### src/rtl/pwm_pkg.sv
`default_nettype none
// ============================================================================
// Package     : pwm_pkg
// Description : Shared constants and FSM encoding for the PWM generator/capture.
// Revision    : 1.0 - initial release
// ============================================================================
package pwm_pkg;

    localparam int c_DEFAULT_WIDTH = 16;

    typedef enum logic [1:0] {
        IDLE = 2'd0,
        HIGH = 2'd1,
        LOW  = 2'd2
    } pwm_state_t;

endpackage
`default_nettype wire

### src/rtl/pwm_edge_sync.sv
`default_nettype none
// ============================================================================
// Module      : pwm_edge_sync
// Description : Synchronizer, optional glitch filter (PWM_CAPTURE_FILTER_EN)
//               and rise/fall detector for the PWM input pin.
// Revision    : 1.0 - initial release
// ============================================================================
module pwm_edge_sync
    import pwm_pkg::*;
#(
    parameter int SYNC_STAGES = 2,
    parameter int FILTER_LEN  = 4
) (
    input  logic clk,
    input  logic rst,
    input  logic pwm_in,
    output logic s,
    output logic rise,
    output logic fall
);

    localparam int c_STAGES = (SYNC_STAGES < 2) ? 2 : SYNC_STAGES;
`ifdef PWM_CAPTURE_FILTER_EN
    localparam int c_FLEN       = (FILTER_LEN < 1) ? 1 : FILTER_LEN;
    localparam int c_FCNT_W     = $clog2(c_FLEN + 1);
    localparam int c_FILT_DELAY = c_FLEN;
`else
    localparam int c_FILT_DELAY = 0 * FILTER_LEN;
`endif
    // Edges are masked until every stage behind the detector holds a real pin sample
    localparam int c_WARM   = c_STAGES + c_FILT_DELAY + 1;
    localparam int c_WARM_W = $clog2(c_WARM + 1);

    logic [c_STAGES-1:0] r_sync;
    logic                w_sync_out;
    logic                w_level;
    logic                r_level_d;
    logic [c_WARM_W-1:0] r_warm;
    logic                w_armed;

    always_ff @(posedge clk or posedge rst) begin
        if (rst) begin
            r_sync <= '0;
        end else begin
            r_sync <= {r_sync[c_STAGES-2:0], pwm_in};
        end
    end

    assign w_sync_out = r_sync[c_STAGES-1];

`ifdef PWM_CAPTURE_FILTER_EN
    logic                r_filt;
    logic [c_FCNT_W-1:0] r_fcnt;

    always_ff @(posedge clk or posedge rst) begin
        if (rst) begin
            r_filt <= 1'b0;
            r_fcnt <= '0;
        end else if (w_sync_out != r_filt) begin
            if (r_fcnt == c_FCNT_W'(c_FLEN - 1)) begin
                r_filt <= w_sync_out;
                r_fcnt <= '0;
            end else begin
                r_fcnt <= r_fcnt + c_FCNT_W'(1);
            end
        end else begin
            r_fcnt <= '0;
        end
    end

    assign w_level = r_filt;
`else
    assign w_level = w_sync_out;
`endif

    always_ff @(posedge clk or posedge rst) begin
        if (rst) begin
            r_level_d <= 1'b0;
            r_warm    <= '0;
        end else begin
            r_level_d <= w_level;
            if (!w_armed) begin
                r_warm <= r_warm + c_WARM_W'(1);
            end
        end
    end

    assign w_armed = (r_warm == c_WARM_W'(c_WARM));
    assign s       = w_level;
    assign rise    = w_armed &  w_level & ~r_level_d;
    assign fall    = w_armed & ~w_level &  r_level_d;

endmodule
`default_nettype wire

### src/rtl/pwm_capture.sv
`default_nettype none
// ============================================================================
// Module      : pwm_capture
// Description : Measures period and high time of a PWM input in clk cycles and
//               publishes them through a valid/ready holding register.
//               Optional glitch filter enabled by PWM_CAPTURE_FILTER_EN.
// Revision    : 1.0 - initial release
// ============================================================================
module pwm_capture
    import pwm_pkg::*;
#(
    parameter int WIDTH       = c_DEFAULT_WIDTH,
    parameter int SYNC_STAGES = 2,
    parameter int FILTER_LEN  = 4
) (
    input  logic             clk,
    input  logic             rst,
    input  logic             pwm_in,
    output logic [WIDTH-1:0] meas_period,
    output logic [WIDTH-1:0] meas_high,
    output logic             meas_valid,
    input  logic             meas_ready,
    output logic             overrun,
    output logic             signal_lost
);

    pwm_state_t       r_state;
    logic [WIDTH-1:0] r_cnt;
    logic [WIDTH-1:0] r_hi_lat;
    logic [WIDTH-1:0] w_cnt_next;
    logic             w_cnt_max;
    logic             w_rise;
    logic             w_fall;
    logic             w_level_unused;

    pwm_edge_sync #(
        .SYNC_STAGES (SYNC_STAGES),
        .FILTER_LEN  (FILTER_LEN)
    ) u_edge_sync (
        .clk    (clk),
        .rst    (rst),
        .pwm_in (pwm_in),
        .s      (w_level_unused),
        .rise   (w_rise),
        .fall   (w_fall)
    );

    // Saturating so a fall on the last count cannot wrap into a short period
    assign w_cnt_max  = &r_cnt;
    assign w_cnt_next = w_cnt_max ? r_cnt : r_cnt + WIDTH'(1);

    always_ff @(posedge clk or posedge rst) begin
        if (rst) begin
            r_state     <= IDLE;
            r_cnt       <= '0;
            r_hi_lat    <= '0;
            meas_period <= '0;
            meas_high   <= '0;
            meas_valid  <= 1'b0;
            overrun     <= 1'b0;
            signal_lost <= 1'b1;
        end else begin
            overrun <= 1'b0;
            if (meas_valid && meas_ready) begin
                meas_valid <= 1'b0;
            end
            case (r_state)
                IDLE: begin
                    if (w_rise) begin
                        r_cnt       <= WIDTH'(1);
                        signal_lost <= 1'b0;
                        r_state     <= HIGH;
                    end
                end
                HIGH: begin
                    if (w_fall) begin
                        r_hi_lat <= r_cnt;
                        r_cnt    <= w_cnt_next;
                        r_state  <= LOW;
                    end else if (w_cnt_max) begin
                        signal_lost <= 1'b1;
                        r_state     <= IDLE;
                    end else begin
                        r_cnt <= w_cnt_next;
                    end
                end
                LOW: begin
                    if (w_rise) begin
                        meas_period <= r_cnt;
                        meas_high   <= r_hi_lat;
                        meas_valid  <= 1'b1;
                        overrun     <= meas_valid && !meas_ready;
                        r_cnt       <= WIDTH'(1);
                        r_state     <= HIGH;
                    end else if (w_cnt_max) begin
                        signal_lost <= 1'b1;
                        r_state     <= IDLE;
                    end else begin
                        r_cnt <= w_cnt_next;
                    end
                end
                default: begin
                    r_state <= IDLE;
                end
            endcase
        end
    end

endmodule
`default_nettype wire

### config.mk
export PLATFORM = sky130hd
export DESIGN_NAME = pwm_capture
export DESIGN_NICKNAME = d
export VERILOG_FILES = /design/src/rtl/pwm_pkg.sv /design/src/rtl/pwm_edge_sync.sv /design/src/rtl/pwm_capture.sv
export SDC_FILE = /design/constraint.sdc
export NUM_CORES = 1
export LEC_CHECK = 0
export ABC_CLOCK_PERIOD_IN_PS = 2800
export CORE_MARGIN = 5
export CORE_UTILIZATION = 57
export CTS_BUF_LIST = sky130_fd_sc_hd__clkbuf_2
export DETAILED_ROUTE_END_ITERATION = 6
export PLACE_DENSITY = 0.87
export SETUP_SLACK_MARGIN = 0.5
export SLEW_MARGIN = 20
export SYNTH_ARGS = -nofsm -noshare
export SYNTH_HDL_FRONTEND = slang
export SYNTH_SLANG_ARGS = --single-unit
### constraint.sdc
create_clock -name clk -period 2.8 [get_ports clk]
set_input_delay 0.28 -clock clk [delete_from_list [all_inputs] [get_ports clk]]
set_output_delay 0.28 -clock clk [all_outputs]
set_load 0.02 [all_outputs]
Figure 1. The metal 3 layer (run 1).
(4 px per um)
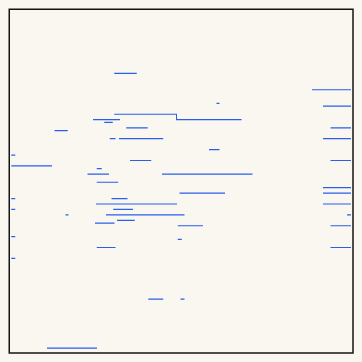
longest straight run = 22.3 um
main direction = horizontal
nets with wire on the layer = 35
share of all routed wire = 4.4%
wire length on this layer = 279 um

Figure 2. Placed standard cells (run 1).
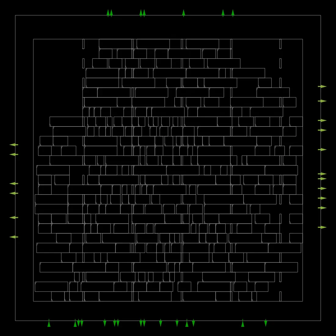
registers: 74
tap cells: 72
Fillers: 400

Figure 3. Cells coloured by class (run 1).
(3 px per um)
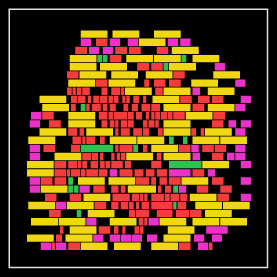
flip-flops -> yellow  # cells 74
all other logic -> red  # cells 171
other buffers and delay cells -> magenta  # cells 48
clock drivers and dummy loads -> green  # cells 16
Seq area share: 47.6%
final core area utilization: 70.3%
final instance area: 3890 um2
core area: 5540 um2
Rows: 27

Figure 4. Wiring by layer (run 1).
(4 px per um) Only two layers are drawn.
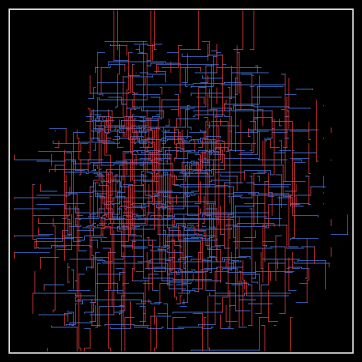
met1 -> blue  # wire length 2820 um
met2 -> red  # wire length 3110 um
DR vias: 2232
Routed WL: 6370 um
Routed WL per cell: 16.7 um
Tot GR Track Use: 19.5%

==> flow_metrics.tcl, run 1 <==
# yosys + openroad results
set metrics [dict create \
    synthTopCellsByCount "dfrtp_1, mux2_2, nand2_1" \
    fin_crit_sh_pct 77.0 \
    clock_net_power_uw 646 \
    grt_pass1_wl_um 11300 \
    nets 314 \
    cpMaxStageDelayCell "or4_1" \
    switching_share_pct 30.8 \
    synth_cell_types 45 \
    antenna_left 0 \
    ys.warnings.count 0 \
    syn_inst 256 \
    clock-sinks 74 \
    dpl-instance-area_um2 3720 \
    pwr-share-seq_pct 48.9 \
    m1WireLength_um 2820 \
    p_per_area_nw_per_um2 624 \
    ff2ff_path_depth 7 \
    power.total_uw 2430 \
    hold_ws_ns 0.184 \
    syn-num-nets 266 \
    relSlewSlack_pct 56.1 \
    n_antenna_cell 0 \
    outcome "complete, no violations" \
    top_logic_kind "multiplexers" \
    dr_wl_met3_um 278 \
]
## run 1: area by class of cell
| cell class | instances | area [um2] |
|---|---|---|
| sequential | 74 | 1850 |
| inverter | 5 | 18.8 |
| multi-input combinational | 166 | 1320 |
| clock buffer | 13 | 65.1 |
| clock inverter | 3 | 63.8 |
| fill | 400 | 1650 |
| timing repair buffer | 48 | 480 |
| tap | 72 | 90.1 |
## run 1: state kept, by name (all words and copies together) (netlist names)
name / cells
u_edge_sync.r_level_d: 1
signal_lost: 1
meas_high: 16
r_cnt: 16
meas_period: 16
u_edge_sync.r_sync: 2
u_edge_sync.r_warm: 2
r_state: 2
overrun: 1
meas_valid: 1
r_hi_lat: 16
Figure 5. Cell area per tile (run 1).
(4 px per um) 9 x 9 tiles, from black (low) to pale yellow (high), 0 to 100% covered.
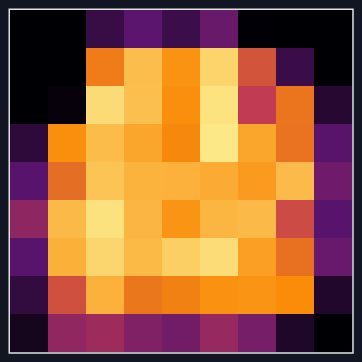

## Run 2: what changed since run 1
--- a/config.mk
+++ b/config.mk
@@ -5,12 +5,12 @@
 export SDC_FILE = /design/constraint.sdc
 export NUM_CORES = 1
 export LEC_CHECK = 0
-export ABC_CLOCK_PERIOD_IN_PS = 2800
+export ABC_CLOCK_PERIOD_IN_PS = 1870
 export CORE_MARGIN = 5
-export CORE_UTILIZATION = 57
+export CORE_UTILIZATION = 52
 export CTS_BUF_LIST = sky130_fd_sc_hd__clkbuf_2
 export DETAILED_ROUTE_END_ITERATION = 6
-export PLACE_DENSITY = 0.87
+export PLACE_DENSITY = 0.84
 export SETUP_SLACK_MARGIN = 0.5
 export SLEW_MARGIN = 20
 export SYNTH_ARGS = -nofsm -noshare
==> constraint.sdc (replaced) <==
create_clock -name clk -period 1.87 [get_ports clk]
set_input_delay 0.187 -clock clk [delete_from_list [all_inputs] [get_ports clk]]
set_output_delay 0.187 -clock clk [all_outputs]
set_load 0.02 [all_outputs]
Figure 6. Cell area per tile (run 2).
(4 px per um) 9 x 9 tiles, from black (low) to pale yellow (high), 0 to 100% covered.
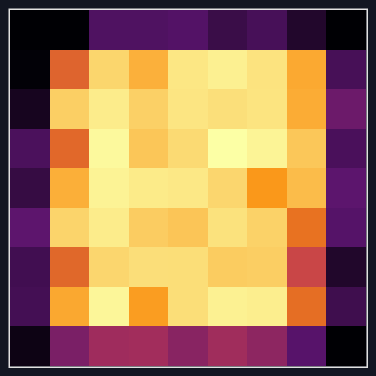
tiles over 75% full = 53%
densest ninth of the die = centre
fullest tile = 100%

Figure 7. The metal 3 layer (run 2).
(4 px per um)
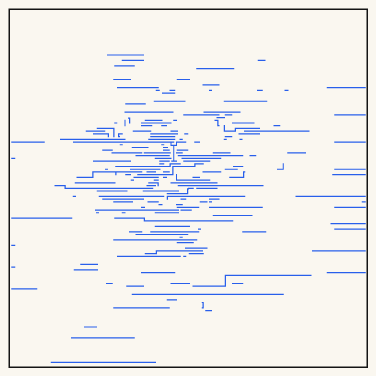
nets with wire on the layer = 114
share of all routed wire = 9.6%
longest straight run = 37.7 um

==> flow_metrics.tcl, run 2 <==
# yosys + openroad results
set metrics [dict create \
    nets 377 \
    logic_area_um2 1780 \
    outcome "finished, violations left" \
    p_per_area_nw_per_um2 1000 \
    core_um2 5990 \
    synth_cell_types 45 \
    final_util_pct 82.1 \
    syn_inst 256 \
    n_all_inverters 5 \
    violations "setup timing" \
    fp.dieW_um 89.1 \
    seq-cell-share_pct 37.8 \
    grt_pass1_wl_um 15500 \
    n_antenna_cell 0 \
    final-clk-cell-share_pct 3.16 \
    synthSimpleGateAreaFrac_pct 11.8 \
    flop_area_um2 1860 \
    min-delay-start "pwm_in" \
    ys.warnings.count 0 \
    fin_crit_sh_pct 103 \
    buf_share_pct 20.3 \
    grtUsageTotal_pct 26.6 \
    hold_ws_ns 0.0652 \
    setup_viol 5 \
    design_area_um2 4920 \
    syn-num-nets 266 \
    clock-sinks 74 \
    synthTopCellsByCount "dfrtp_1, mux2_2, nand2_1" \
    n_fill_cell 280 \
    layout-drive-gt1-share_pct 61.3 \
    buffers_excl_clock 111 \
    cpMaxStageDelayCell "dfrtp_2" \
    worst_slack_ns -0.0543 \
    clockBufferCount 10 \
    route.vias.total 2966 \
    well_tap_count 75 \
    power.total_uw 4920 \
    ff_count 74 \
    grt_overflow 0 \
    antenna_left 0 \
    comb_area_share_pct 36.3 \
    dpl-instance-area_um2 3920 \
]
## run 2: cell counts after synthesis
Identical to the previous run, type by type.
## run 2: where the power goes
group / switching [uW] / internal (uW) / total, uW / leakage (uW)
registers: 84.5 / 1700 / 1780 / 0.000998
logic: 1060 / 921 / 1980 / 0.00145
clock network: 585 / 575 / 1160 / 0.0000957
## run 2: routing by layer
| metal | vias to the layer above | part of all wire (%) | routed length [um] | global-route usage, % |
|---|---|---|---|---|
| li1 | 1173 | - | - | - |
| met1 | 1443 | 37 | 4340 | 33.5 |
| met2 | 264 | 47 | 5520 | 42.4 |
| met3 | 86 | 9.6 | 1130 | 6.27 |
| met4 | 0 | 6.1 | 716 | 14.6 |
| met5 | - | 0 | 0 | 0 |
No activity file was given, so power comes from the tool's default toggle rates.
